Fig. 1: run 1, cell placement
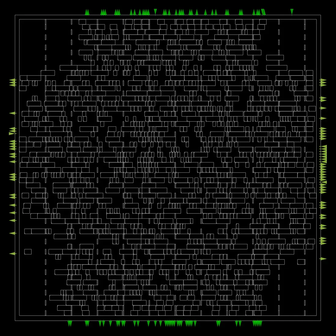
Fig. 2: run 1, selected gate families
The bar under the picture is 50 um long.
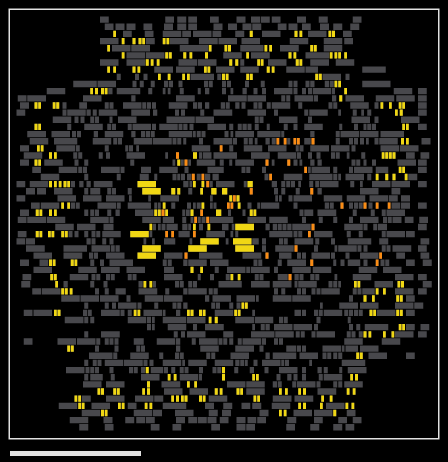
Fig. 3: run 1, metal 4
The bar under the picture is 50 um long.
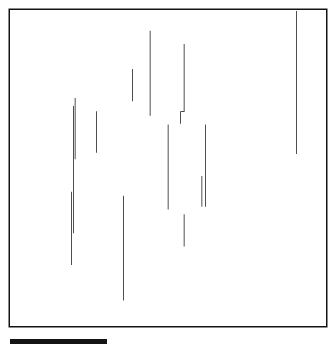
<file path="src/rtl/lut_cfg_pkg.sv">
// Shared types and sizing helpers for the LUT configuration writer and its bank.
package lut_cfg_pkg;

    typedef enum logic [1:0] {
        IDLE   = 2'd0,
        LOAD   = 2'd1,
        COMMIT = 2'd2,
        DRAIN  = 2'd3
    } cfg_state_e;

    localparam int DEF_LUT_INPUTS = 4;
    localparam int DEF_MEM_SIZE   = 1 << DEF_LUT_INPUTS;

    function automatic int mem_size(input int lut_inputs);
        return 1 << lut_inputs;
    endfunction

    function automatic int words(input int num_luts, input int lut_inputs, input int word_w);
        return (num_luts * mem_size(lut_inputs)) / word_w;
    endfunction

    // A counter for a single-word frame still needs one bit.
    function automatic int cnt_width(input int n_words);
        return (n_words > 1) ? $clog2(n_words) : 1;
    endfunction

endpackage

</file>
<file path="src/rtl/lut_cfg_bank.sv">
// Shadow image written word by word and the active image it is copied into on commit.
module lut_cfg_bank
    import lut_cfg_pkg::*;
#(
    parameter int TOTAL_W = 128,
    parameter int WORD_W  = 8,
    parameter int WORDS   = 16,
    parameter int IDX_W   = 4
) (
    input  logic               clk,
    input  logic               clr_i,
    input  logic               wr_en_i,
    input  logic [IDX_W-1:0]   wr_idx_i,
    input  logic [WORD_W-1:0]  wr_data_i,
    input  logic               commit_i,
    output logic [TOTAL_W-1:0] lut_mem_o
);

    logic [TOTAL_W-1:0] shadow_q;
    logic [TOTAL_W-1:0] shadow_d;
    logic [TOTAL_W-1:0] active_q;
    logic [TOTAL_W-1:0] active_d;

    // Next shadow: only in-range indices can be written.
    always_comb begin
        shadow_d = shadow_q;
        for (int k = 0; k < WORDS; k++) begin
            if (wr_en_i && (wr_idx_i == IDX_W'(k))) begin
                shadow_d[k*WORD_W +: WORD_W] = wr_data_i;
            end else begin
                shadow_d[k*WORD_W +: WORD_W] = shadow_q[k*WORD_W +: WORD_W];
            end
        end
    end

    // Next active image: replaced wholesale on commit, otherwise held.
    always_comb begin
        active_d = active_q;
        if (commit_i) begin
            active_d = shadow_q;
        end else begin
            active_d = active_q;
        end
    end

    // Image registers with synchronous clear.
    always_ff @(posedge clk) begin
        if (clr_i) begin
            shadow_q <= {TOTAL_W{1'b0}};
            active_q <= {TOTAL_W{1'b0}};
        end else begin
            shadow_q <= shadow_d;
            active_q <= active_d;
        end
    end

    assign lut_mem_o = active_q;

endmodule

</file>
<file path="src/rtl/lut_cfg_writer.sv">
// Frames a word-serial configuration stream and commits well-formed images atomically
// to the active LUT memory; malformed frames are discarded with a one-cycle error pulse.
module lut_cfg_writer
    import lut_cfg_pkg::*;
#(
    parameter int LUT_INPUTS = 4,
    parameter int NUM_LUTS   = 8,
    parameter int WORD_W     = 8
) (
    input  logic                                     clk,
    input  logic                                     rst,
    input  logic                                     cfg_valid,
    output logic                                     cfg_ready,
    input  logic [WORD_W-1:0]                        cfg_data,
    input  logic                                     cfg_last,
    output logic [NUM_LUTS*mem_size(LUT_INPUTS)-1:0] lut_mem,
    output logic                                     busy,
    output logic                                     cfg_done,
    output logic                                     cfg_err
);

    localparam int MEM_SIZE = mem_size(LUT_INPUTS);
    localparam int TOTAL_W  = NUM_LUTS * MEM_SIZE;
    localparam int WORDS    = words(NUM_LUTS, LUT_INPUTS, WORD_W);
    localparam int CNT_W    = cnt_width(WORDS);
    localparam logic [CNT_W-1:0] LAST_IDX = CNT_W'(WORDS - 1);

    if ((TOTAL_W % WORD_W) != 0) begin : g_bad_word_w
        $error("lut_cfg_writer: NUM_LUTS*MEM_SIZE must be a multiple of WORD_W");
    end

    cfg_state_e       state_q;
    cfg_state_e       state_d;
    logic [CNT_W-1:0] cnt_q;
    logic [CNT_W-1:0] cnt_d;
    logic             done_q;
    logic             done_d;
    logic             err_q;
    logic             err_d;
    logic             wr_en_s;
    logic             commit_s;
    logic             xfer_s;

    assign cfg_ready = (state_q != COMMIT);
    assign busy      = (state_q != IDLE);
    assign xfer_s    = cfg_valid && cfg_ready;
    assign cfg_done  = done_q;
    assign cfg_err   = err_q;

    // Frame sequencing: next state, word counter, shadow write and commit strobes.
    always_comb begin
        state_d  = state_q;
        cnt_d    = cnt_q;
        done_d   = 1'b0;
        err_d    = 1'b0;
        wr_en_s  = 1'b0;
        commit_s = 1'b0;
        case (state_q)
            IDLE: begin
                if (xfer_s) begin
                    wr_en_s = 1'b1;
                    if (cfg_last && (WORDS > 1)) begin
                        err_d = 1'b1;
                        cnt_d = {CNT_W{1'b0}};
                    end else if (WORDS == 1) begin
                        state_d = cfg_last ? COMMIT : DRAIN;
                    end else begin
                        cnt_d   = cnt_q + CNT_W'(1);
                        state_d = LOAD;
                    end
                end else begin
                    state_d = IDLE;
                end
            end
            LOAD: begin
                if (xfer_s) begin
                    wr_en_s = 1'b1;
                    if (cnt_q == LAST_IDX) begin
                        state_d = cfg_last ? COMMIT : DRAIN;
                    end else if (cfg_last) begin
                        err_d   = 1'b1;
                        cnt_d   = {CNT_W{1'b0}};
                        state_d = IDLE;
                    end else begin
                        cnt_d = cnt_q + CNT_W'(1);
                    end
                end else begin
                    state_d = LOAD;
                end
            end
            COMMIT: begin
                commit_s = 1'b1;
                done_d   = 1'b1;
                cnt_d    = {CNT_W{1'b0}};
                state_d  = IDLE;
            end
            DRAIN: begin
                // Overlong frame: swallow words until its end, then report it.
                if (xfer_s && cfg_last) begin
                    err_d   = 1'b1;
                    cnt_d   = {CNT_W{1'b0}};
                    state_d = IDLE;
                end else begin
                    state_d = DRAIN;
                end
            end
            default: begin
                cnt_d   = {CNT_W{1'b0}};
                state_d = IDLE;
            end
        endcase
    end

    // Control state registers.
    always_ff @(posedge clk) begin
        if (rst) begin
            state_q <= IDLE;
            cnt_q   <= {CNT_W{1'b0}};
            done_q  <= 1'b0;
            err_q   <= 1'b0;
        end else begin
            state_q <= state_d;
            cnt_q   <= cnt_d;
            done_q  <= done_d;
            err_q   <= err_d;
        end
    end

    lut_cfg_bank #(
        .TOTAL_W (TOTAL_W),
        .WORD_W  (WORD_W),
        .WORDS   (WORDS),
        .IDX_W   (CNT_W)
    ) u_bank (
        .clk       (clk),
        .clr_i     (rst),
        .wr_en_i   (wr_en_s),
        .wr_idx_i  (cnt_q),
        .wr_data_i (cfg_data),
        .commit_i  (commit_s),
        .lut_mem_o (lut_mem)
    );

endmodule

</file>
<file path="config.mk">
export PLATFORM = sky130hd
export DESIGN_NAME = lut_cfg_writer
export DESIGN_NICKNAME = d
export VERILOG_FILES = /design/src/rtl/lut_cfg_pkg.sv /design/src/rtl/lut_cfg_bank.sv /design/src/rtl/lut_cfg_writer.sv
export SDC_FILE = /design/constraint.sdc
export NUM_CORES = 1
export LEC_CHECK = 0
export ABC_AREA = 1
export ABC_CLOCK_PERIOD_IN_PS = 3200
export CAP_MARGIN = 10
export CORE_MARGIN = 2
export CORE_UTILIZATION = 37
export DETAILED_ROUTE_END_ITERATION = 8
export GPL_TIMING_DRIVEN = 0
export PLACE_DENSITY = 0.55
export SLEW_MARGIN = 30
export SYNTH_ARGS = -nofsm -noshare
export SYNTH_HDL_FRONTEND = slang
export SYNTH_SLANG_ARGS = --single-unit
export TNS_END_PERCENT = 30
</file>
<file path="constraint.sdc">
create_clock -name clk -period 3.2 [get_ports clk]
set_input_delay 0.8 -clock clk [delete_from_list [all_inputs] [get_ports clk]]
set_output_delay 0.8 -clock clk [all_outputs]
set_load 0.01 [all_outputs]
</file>
==> changes_impl.md, run 1 <==
### Physical design

- Aggregate routed wire length: between 20 and 30 mm
- # rows: roughly 58
- Syn avg cell area: 8.42 sq um
- Syn_nets: 1,124
- Leak pwr: between 0.004 and 0.005 uW
- Initial antenna violation count: 0
- Comb pwr share: 0.040
- Switching Fraction: 0.220
- Crit end category: output port
- Clock power share: 0.474
- Yosys stat chip area: 9330 sq um
- Vias in the first global route: approximately 7,400
- Bufs and invs on worst path: 4
- Post-synth top area cell: dfxtp_1
- GRT Util Overall: 0.191
- Max clock buf depth: 3
- Crit-path max FO: 19
- P_int: about 5400 uW
- Worst EP arrival: 2.23 ns
- Total global routing overflow: 0
- Register Area: 5290 sq um
- Seq/Total Area, Yosys: 0.567
- Gate Count Post-Synth: 1,108
- Layout cell share with drive strength beyond 1: 0.0762
- Final setup violation count: 0
- Type of the worst setup path: register to output port
- TritonCTS clock tree: yes
- Slew Viols, Final: 0
- Ys Warns: 0
- Placed Area: roughly 11,000 sq um
- Die ar.: between 20,000 and 30,000 sq um
- Placed insts: approximately 1,600
- Area Overhead vs Synth: 29.7%
- Final hold violation count: 0
- FP Util: 0.374
- CP Launch Type: register
- Hpwl dp: 17.8 mm
- Cell Chain, Critical Path: inv_2 -> nand2_2 -> buf_4 -> buf_2 -> clkdlybuf4s50_1
- NumNets Final: 1,295
- Late-Pin Clk Latency: around 0.53 ns
- Drt first-iter violations: ~480
- Gpl congestion: between 0.8 and 0.9
- Filler cells: 2,477
- Sw power: roughly 1500 uW
- First-pass GRT wire length: between 40 and 50 mm
- Vias post-DR: slightly below 8,000
- Mapped cell area: 9330 sq um
- Log Warnings: 29
- Worst R2R Setup Slack: between 1 and 1.5 ns
- Power Density: 568 nW/um^2
- Worst rel slew slack: 0.324
- Worst min path class: register to register
- CP peak stage delay: between 0.5 and 0.6 ns
- Post-synth top area share: 0.567
- Die Y: 163 um
- Number of cells in Yosys stat: ~1,100
- #FFs+latches synth: approximately 260
- Final Cycle Share: 0.946
- Status: finished clean
- CP required: roughly 2.4 ns
- Core area: around 25,000 sq um
- Worst VDD drop: 0.340 mV
- Worst-margin pin slew: just over 1 ns
- Die W: 163 um
- Post-route DRC violation count: 0
- Sequential power share: 0.485
- Largest net degree at the start of global routing: 20
- CTS resizes: 0
- Tmin final: around 3.0 ns
- # port buffers: about 140
- Netlist cell types: 21
- Core Util, Final: 0.485
- Logic area: approximately 3500 sq um
- Antenna viol nets, final: 0
- First-pass DRT Iterations: 7
- Main synth FF type: dfxtp_1
- Vias per cell: 4.87
Back to the opening pictures, Fig. 1:
final cell count without fillers: 1,630
num sequential: 264

Back to the opening pictures, Fig. 2:
Yellow stands for NOR gates, cells 262, where all over the die. Orange stands for inverters, cells 40.

Back to the opening pictures, Fig. 3:
The longest straight run is 73.4 um. The layer holds 1.9% of the routed length. The layer carries 502 um of wire. The wires run mostly vertical.

==> run 1: Yosys cell counts, types with 2 or more instances <==
master	instances
buf_6	9
nor2_8	10
buf_4	5
inv_1	37
inv_2	3
nor2_1	246
dfxtp_1	264
o21ai_0	226
nand3_1	18
a21oi_1	145
o21ai_1	24
nand4_1	2
nand2_2	2
nor3_1	2
buf_2	18
nand2_1	38
clkbuf_1	49
ha_1	4
nor2_2	4
==> run 1: metal layers <==
layer	global-route usage	part of all wire	vias to the layer above
met5	0	0	-
met4	0.0511	0.019	0
met1	0.259	0.46	3689
met2	0.320	0.46	205
li1	-	-	4019
met3	0.0255	0.054	33
==> run 1: power by group through the flow <==
stage / registers, uW / logic, uW / clock network (uW)
6_report: 3340 / 278 / 3260
5_1_grt: 3340 / 307 / 3470
4_1_cts: 3340 / 278 / 3330
3_5_place_dp: 3410 / 277 / 0
3_3_place_gp: 3410 / 276 / 0
2_1_floorplan: 3400 / 170 / 0
==> run 1: layout by cell type, fill, tap and decap left out <==
cell type and count:
buf_2 17, nor2_1 246, dfxtp_1 264, buf_6 9
o21ai_0 226, buf_4 5, nor3_1 2, nand3_4 1
clkbuf_1 51, buf_12 1, clkdlybuf4s50_1 143, nand2_2 2
nor2_2 4, nor2_8 10, clkbuf_16 27, nand3_1 18
nand4_1 2, inv_2 3, bufinv_16 3, clkbuf_8 8
clkinv_4 1, diode_2 1, clkinv_2 8, nand2_1 38
inv_1 37, a21oi_1 145, o21ai_1 24, ha_1 4
==> run 1: through the flow <==
step                      hold WS, ns  total power, uW  setup WS, ns
after global placement          0.443             3690         0.112
final                           0.452             6880         0.172
after detailed placement        0.450             3690        0.0796
after global routing            0.477             7110        0.0866
after CTS                       0.456             6940         0.155
after floorplan                 0.430             3570          1.39
==> run 1: kinds of logic after synthesis <==
kind of cell / Yosys count / share of synthesized area
adder cells (fa/ha/maj): 4 / 0.00537
AND/OR/NAND/NOR: 323 / 0.154
buffers and inverters: 122 / 0.0625
AND-OR/OR-AND: 395 / 0.212
flip-flops: 264 / 0.567
==> run 1: final cells by class <==
cell class,instances,share of cell area
flip-flops and latches,264,0.437
repair buffers,143,0.118
multi-input cells,722,0.286
diodes,1,0.000207
plain buffers,81,0.0354
clock inverters,12,0.0115
well taps,330,0.0341
clock buffers,37,0.0655
inverters,40,0.0124
==> run 1: worst paths after layout <==
check,depth (start not counted),end,start
worst min register to register,2,u_bank.lut_mem_o[109],u_bank.shadow_q[109]
worst min-delay path,2,u_bank.lut_mem_o[109],u_bank.shadow_q[109]
worst max register to register,7,u_bank.shadow_q[103],cnt_q[0]
worst max-delay path,5,cfg_ready,state_q[0]
==> run 1: worst reg2reg max path, stage by stage, from the launching register on <==
cell	delay (ns)
dfxtp_1	0.37
inv_1	0.11
ha_1	0.26
inv_1	0.06
nor2_1	0.53
nand2_2	0.28
o21ai_0	0.22
a21oi_1	0.06
==> run 1: flip-flops by register name (all words and copies together) (netlist names) <==
name	cells
cfg_done	1
cfg_err	1
cnt_q	4
state_q	2
u_bank.lut_mem_o	128
u_bank.shadow_q	128
Fig. 4: run 1, cell classes on the final placement
The bar under the picture is 50 um long. Fill, decap, tap and diode cells in grey.
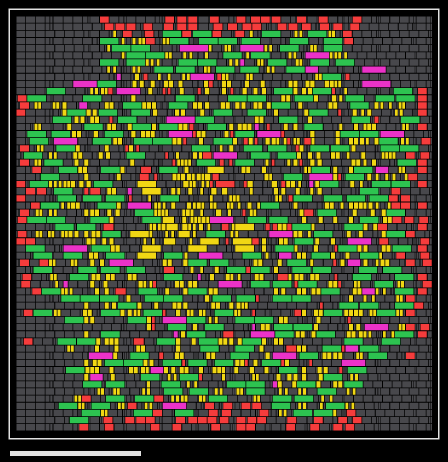

==> inputs of run 2 (changes only) <==
--- a/config.mk
+++ b/config.mk
@@ -12,7 +12,8 @@
 export CORE_UTILIZATION = 37
 export DETAILED_ROUTE_END_ITERATION = 8
 export GPL_TIMING_DRIVEN = 0
-export PLACE_DENSITY = 0.55
+export PLACE_DENSITY = 0.65
+export SKIP_LAST_GASP = 1
 export SLEW_MARGIN = 30
 export SYNTH_ARGS = -nofsm -noshare
 export SYNTH_HDL_FRONTEND = slang
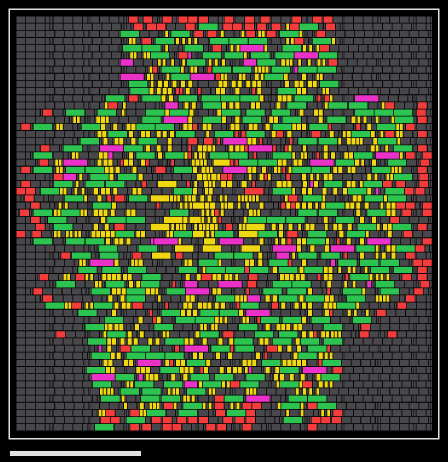
Fig. 5. Cell classes on the final placement (run 2).
The bar under the picture is 50 um long. Fill, decap, tap and diode cells in grey.
Red stands for other buffers and delay cells, cells 224. Magenta stands for clock drivers and dummy loads, cells 46. Green stands for flip-flops, cells 264. Yellow stands for all other logic, cells 762.

==> run 2 against run 1 <==
Net effect:
- critical endpoint unchanged
- critical path type unchanged
- highest routed layer unchanged
- wire length decreased by 2.0%
- design area decreased by 0.85%
- worst hold slack improved by 0.0039 ns
- combinational power about the same
- maximum frequency increased by 0.29%
- sequential cell count unchanged
- synthesized cell count unchanged
- clock skew decreased by 0.0011 ns
==> changes_impl.md, run 2 <==
### Physical design

- Worst-margin pin slew: 0.943 ns (-0.0712 ns)
- Adders+Majority by Area: 0.00536 (unchanged)
- CTS resizes: 0 (unchanged)
- First-pass DRT Iterations: 5 (-2)
- First-pass GRT wire length: 39.9 mm (-0.50%)
- Gate Count Post-Synth: 1,108 (unchanged)
- Vias post-DR: 8,016 (+0.88%)
- Die Y: 163 um (unchanged)
- Log Warnings: 29 (unchanged)
- Core area: 25,000 sq um (unchanged)
- Comb pwr share: 0.042 (+0.002)
- Dominant logic cell types in the final layout: dfxtp_1, nor2_1, o21ai_0
- Slew Viols, Final: 0 (unchanged)
- Worst VDD drop: 0.239 mV (-30%)
- Synth top cell by count: dfxtp_1
- Area Overhead vs Synth: 28.6%
- # rows: 58 (unchanged)
- Type of the worst setup path: register to output port
- NumNets Final: 1,294 (-0.077%)
- Number of cells in Yosys stat: 1,108 (unchanged)
- Register Area: 5290 sq um (unchanged)
- Worst rel slew slack: 0.372 (+0.0475)
- Logic area: 3460 sq um (unchanged)
- Switching Fraction: 0.218 (-0.00135)
- Late-Pin Clk Latency: 0.52 ns (about the same)
- Yosys aoi share: 0.212 (unchanged)
- Crit end category: output port
- Mux cell area share after synthesis: 0 (unchanged)
- GRT Util Overall: 0.190 (-0.00133)
- Seq/Total Area, Yosys: 0.567 (unchanged)
- Number of flops mapped to enable cells by yosys: 0
- Top cell excl fill/tap: dfxtp_1
- Status: finished clean
- Power Total: 6550 uW (-4.7%)
- Syn_nets: 1,124 (unchanged)
- Vias per cell: 4.93 (+1.1%)
- Layout cell share with drive strength beyond 1: 0.0702 (-0.00600)
- Simple logic cell fraction of the synthesized area: 0.154 (unchanged)
- Post-synth top cells: dfxtp_1, nor2_1, o21ai_0, a21oi_1, clkbuf_1
- Final hold violation count: 0 (unchanged)
- Netlist cell types: 21 (unchanged)
- Syn avg cell area: 8.42 sq um (unchanged)
- Ys Warns: 0 (unchanged)
- P_int: 5120 uW (-4.5%)
- Clock power share: 0.448 (-0.026)
- Final setup violation count: 0 (unchanged)
- Core Util, Final: 0.481 (-0.00411)
- # IOs: ~140
- # port buffers: 143 (unchanged)
- Post-route DRC violation count: 0 (unchanged)
- Crit-path max FO: 19 (unchanged)
- Filler cells: 2,404 (-2.9%)
- CP required: 2.40 ns (about the same)
- Hpwl dp: 17.7 mm (-0.94%)
- Worst reg2reg path startpoint: cnt_q[0]
- Die W: 163 um (unchanged)
- Worst min path class: register to register
- Worst EP arrival: 2.22 ns (about the same)
- Worst-path clk slew: 0.06 ns
- Gpl congestion: 0.913 (+9.9%)
- Aggregate routed wire length: 25.6 mm (-2.0%)
- Power Density: 546 nW/um^2 (-3.9%)
- Yosys stat chip area: 9330 sq um (unchanged)
- Total global routing overflow: 0 (unchanged)
- Main synth FF type: dfxtp_1
- Antenna Cells: 0 (-1)
- Largest net degree at the start of global routing: 20 (unchanged)
- Hold_sp: u_bank.shadow_q[110]
- Logic family by area: AND-OR/OR-AND gates
- Vias in the first global route: 7,489 (+0.98%)
- Final Cycle Share: 0.944 (-0.00272)
- Mapped cell area: 9330 sq um (unchanged)
- CP Launch Point: state_q[0]
- Max clock buf depth: 3 (unchanged)
- FP Util: 0.374 (unchanged)
- Die ar.: 26,500 sq um (unchanged)
- TritonCTS clock tree: yes
- Sw power: 1430 uW (-5.3%)
- Tmin final: 3.02 ns (-0.00871 ns)
- Post-synth top area share: 0.567 (unchanged)
- Synth Area in XOR/XNOR: 0 (unchanged)
- Antenna viol nets, final: 0 (unchanged)
- Leak pwr: 0.00452 uW (-1.2%)
- Drt first-iter violations: 593 (+23%)
- Post-synth top area cell: dfxtp_1
- Initial antenna violation count: 0 (unchanged)
- #FFs+latches synth: 264 (unchanged)
- CP Launch Type: register
## run 2: kinds of logic (layout without fill, tap and decap cells)
kind of cell             count (synthesis)  after routing
AND-OR/OR-AND                          395            395
adder cells (fa/ha/maj)                  4              4
buffers and inverters                  122            310
flip-flops                             264            264
AND/OR/NAND/NOR                        323            323
## run 2: path summary, 6_finish.rpt
path | end | slack (ns) | depth (start not counted)
worst max-delay path | cfg_ready | 0.18 | 5
worst max register to register | cnt_q[0] | 1.26 | 8
worst min-delay path | u_bank.lut_mem_o[110] | 0.46 | 2
worst min register to register | u_bank.lut_mem_o[110] | 0.46 | 2
## run 2: layout make-up
| type | instances | area share |
|---|---|---|
| Clock buffer | 42 | 0.0677 |
| Tap cell | 330 | 0.0344 |
| Clock inverter | 4 | 0.00167 |
| Timing Repair Buffer | 143 | 0.119 |
| Sequential cell | 264 | 0.440 |
| Inverter | 40 | 0.0125 |
| Buffer | 81 | 0.0357 |
| Multi-Input combinational cell | 722 | 0.288 |
## run 2: metal layers
metal	part of all wire	wire, um	global-route usage	vias up
li1	-	-	-	4030
met1	0.46	11800	0.258	3732
met3	0.058	1470	0.0300	28
met5	0	0	0	-
met2	0.47	12000	0.318	226
met4	0.013	344	0.0434	0
## run 2: worst max-delay path, stage by stage (launching register included)
cell and delay (ns):
dfxtp_1 0.43, inv_2 0.06, nand2_2 0.09, buf_4 0.30, buf_2 0.25, clkdlybuf4s50_1 0.56
## run 2: power by group through the flow
stage | clock (uW) | combinational, uW | sequential [uW]
floorplan | 0 | 170 | 3400
global placement | 0 | 271 | 3410
detailed placement | 0 | 272 | 3410
CTS | 2980 | 274 | 3340
global route | 3140 | 304 | 3340
finish | 2940 | 276 | 3340
## run 2: stage by stage
step / std cells / setup WS [ns] / hold WS, ns / instance area (sq um)
floorplan: 1108 / 1.39 / 0.430 / 9330
global placement: 1581 / 0.237 / 0.442 / 11200
detailed placement: 1581 / 0.246 / 0.447 / 11200
CTS: 1626 / 0.188 / 0.456 / 12000
global route: 1626 / 0.0900 / 0.465 / 12000
finish: 1626 / 0.181 / 0.456 / 12000
==> inputs of run 3 (changes only) <==
--- a/config.mk
+++ b/config.mk
@@ -13,7 +13,6 @@
 export DETAILED_ROUTE_END_ITERATION = 8
 export GPL_TIMING_DRIVEN = 0
 export PLACE_DENSITY = 0.65
-export SKIP_LAST_GASP = 1
 export SLEW_MARGIN = 30
 export SYNTH_ARGS = -nofsm -noshare
 export SYNTH_HDL_FRONTEND = slang
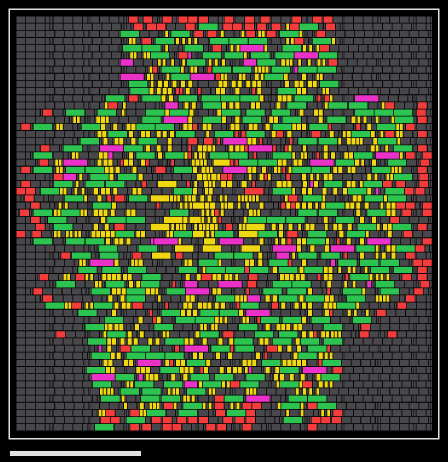
Fig. 6. Cell classes on the final placement (run 3).
The bar under the picture is 50 um long. Fill, decap, tap and diode cells in grey.
Green stands for flip-flops, cells 264. Yellow stands for all other logic, cells 762. Red stands for other buffers and delay cells, cells 224. Magenta stands for clock drivers and dummy loads, cells 46.

==> run 3 against run 2 <==
Net effect:
- register-to-register slack barely moved
- worst hold slack did not move
- clock power barely moved
- design area did not move
- clock-buffer cell count did not move
- die area did not move
- largest power group unchanged
- highest routed layer unchanged
==> changes_impl.md, run 3 <==
### Physical design

- Status: finished clean
- Core area: 25,000 sq um (unchanged)
- Netlist cell types: 21 (unchanged)
- Ys Warns: 0 (unchanged)
- Post-synth top area share: 0.567 (unchanged)
- Main synth FF type: dfxtp_1
- Total global routing overflow: 0 (unchanged)
- Seq/Total Area, Yosys: 0.567 (unchanged)
- Synth top cell by count: dfxtp_1
- Top cell excl fill/tap: dfxtp_1
- Worst VDD drop: 0.239 mV (unchanged)
- Worst EP arrival: 2.22 ns (about the same)
- Gate Count Post-Synth: 1,108 (unchanged)
- Syn avg cell area: 8.42 sq um (unchanged)
- First-pass DRT Iterations: 5 (unchanged)
- # port buffers: 143 (unchanged)
- Initial antenna violation count: 0 (unchanged)
- Worst min path class: register to register
- Vias per cell: 4.93 (unchanged)
- Yosys stat chip area: 9330 sq um (unchanged)
- Number of flops mapped to enable cells by yosys: 0 (unchanged)
- Final setup violation count: 0 (unchanged)
- CP peak stage delay: 0.56 ns (about the same)
- Post-route DRC violation count: 0 (unchanged)
- GRT Util Overall: 0.190 (unchanged)
- Post-synth top cells: dfxtp_1, nor2_1, o21ai_0, a21oi_1, clkbuf_1
- Leak pwr: 0.00452 uW (unchanged)
- Die Y: 163 um (unchanged)
- Number of cells in Yosys stat: 1,108 (unchanged)
- Log Warnings: 29 (unchanged)
- Logic area: 3460 sq um (unchanged)
- Area Overhead vs Synth: 28.6% (unchanged)
- Adders+Majority by Area: 0.00536 (unchanged)
- Largest net degree at the start of global routing: 20 (unchanged)
- Max clock buf depth: 3 (unchanged)
- Crit end category: output port
- Final Cycle Share: 0.944 (unchanged)
- CP Launch Type: register
- Slew Viols, Final: 0 (unchanged)
- Vias post-DR: 8,016 (unchanged)
- Power Total: 6550 uW (unchanged)
- Simple logic cell fraction of the synthesized area: 0.154 (unchanged)
- Mapped cell area: 9330 sq um (unchanged)
- Slowest-stage cell, CP: clkdlybuf4s50_1
- #FFs+latches synth: 264 (unchanged)
- Yosys aoi share: 0.212 (unchanged)
- NumNets Final: 1,294 (unchanged)
- Late-Pin Clk Latency: 0.52 ns (about the same)
- Final hold violation count: 0 (unchanged)
- Drt first-iter violations: 593 (unchanged)
- Syn_nets: 1,124 (unchanged)
- Worst R2R Setup Slack: 1.26 ns (about the same)
- Post-synth top area cell: dfxtp_1
- Gpl congestion: 0.913 (unchanged)
## run 3: worst max-delay path: cells and delay by family (launching register included)
family                 cells  cell delay (ns)
buffers and inverters      4             1.17
DFF                        1             0.43
and+or+nand+nor            1             0.09
## run 3: layer usage
| layer | global-route usage | vias up | wire, um |
|---|---|---|---|
| met5 | 0 | - | 0 |
| met4 | 0.0434 | 0 | 344 |
| met3 | 0.0300 | 28 | 1470 |
| met2 | 0.318 | 226 | 12000 |
| met1 | 0.258 | 3732 | 11800 |
| li1 | - | 4030 | - |
## run 3: per-stage QoR
step / worst slack (ns) / std cells / cell area, sq um / hold slack, ns / utilization
5_1_grt: 0.0900 / 1626 / 12000 / 0.465 / 0.481
2_1_floorplan: 1.39 / 1108 / 9330 / 0.430 / -
3_5_place_dp: 0.246 / 1581 / 11200 / 0.447 / 0.448
3_3_place_gp: 0.237 / 1581 / 11200 / 0.442 / 0.448
4_1_cts: 0.188 / 1626 / 12000 / 0.456 / 0.481
6_report: 0.181 / 1626 / 12000 / 0.456 / 0.481
## run 3: timing repair
item | 4_1_cts | 5_1_grt
hold buffers | 0 | 0
gates resized | 0 | 0
setup endpoints to repair | 1 | 0
## run 3: final timing paths
check / startpoint / to / cells after the start
setup / recovery: state_q[0] / cfg_ready / 5
hold reg to reg: u_bank.shadow_q[110] / u_bank.lut_mem_o[110] / 2
setup reg to reg: cnt_q[0] / cnt_q[0] / 8
hold / removal: u_bank.shadow_q[110] / u_bank.lut_mem_o[110] / 2
## run 3: cell families after synthesis
kind of cell | after synthesis
DFF | 264
buffers and inverters | 122
AOI/OAI and AO/OA | 395
and+or+nand+nor | 323
adders and majority gates | 4
## run 3: final cells by class
class / instances / share of cell area
clock buffers: 42 / 0.0677
flip-flops and latches: 264 / 0.440
well taps: 330 / 0.0344
clock inverters: 4 / 0.00167
plain buffers: 81 / 0.0357
inverters: 40 / 0.0125
multi-input cells: 722 / 0.288
repair buffers: 143 / 0.119
## run 3: where the power goes
| part | total [uW] | internal, uW | switching, uW | leakage (uW) |
|---|---|---|---|---|
| logic | 276 | 80.0 | 196 | 0.00198 |
| registers | 3340 | 3320 | 21.0 | 0.00213 |
| clock network | 2940 | 1720 | 1210 | 0.000414 |
Power is estimated from default activity; no workload was simulated.
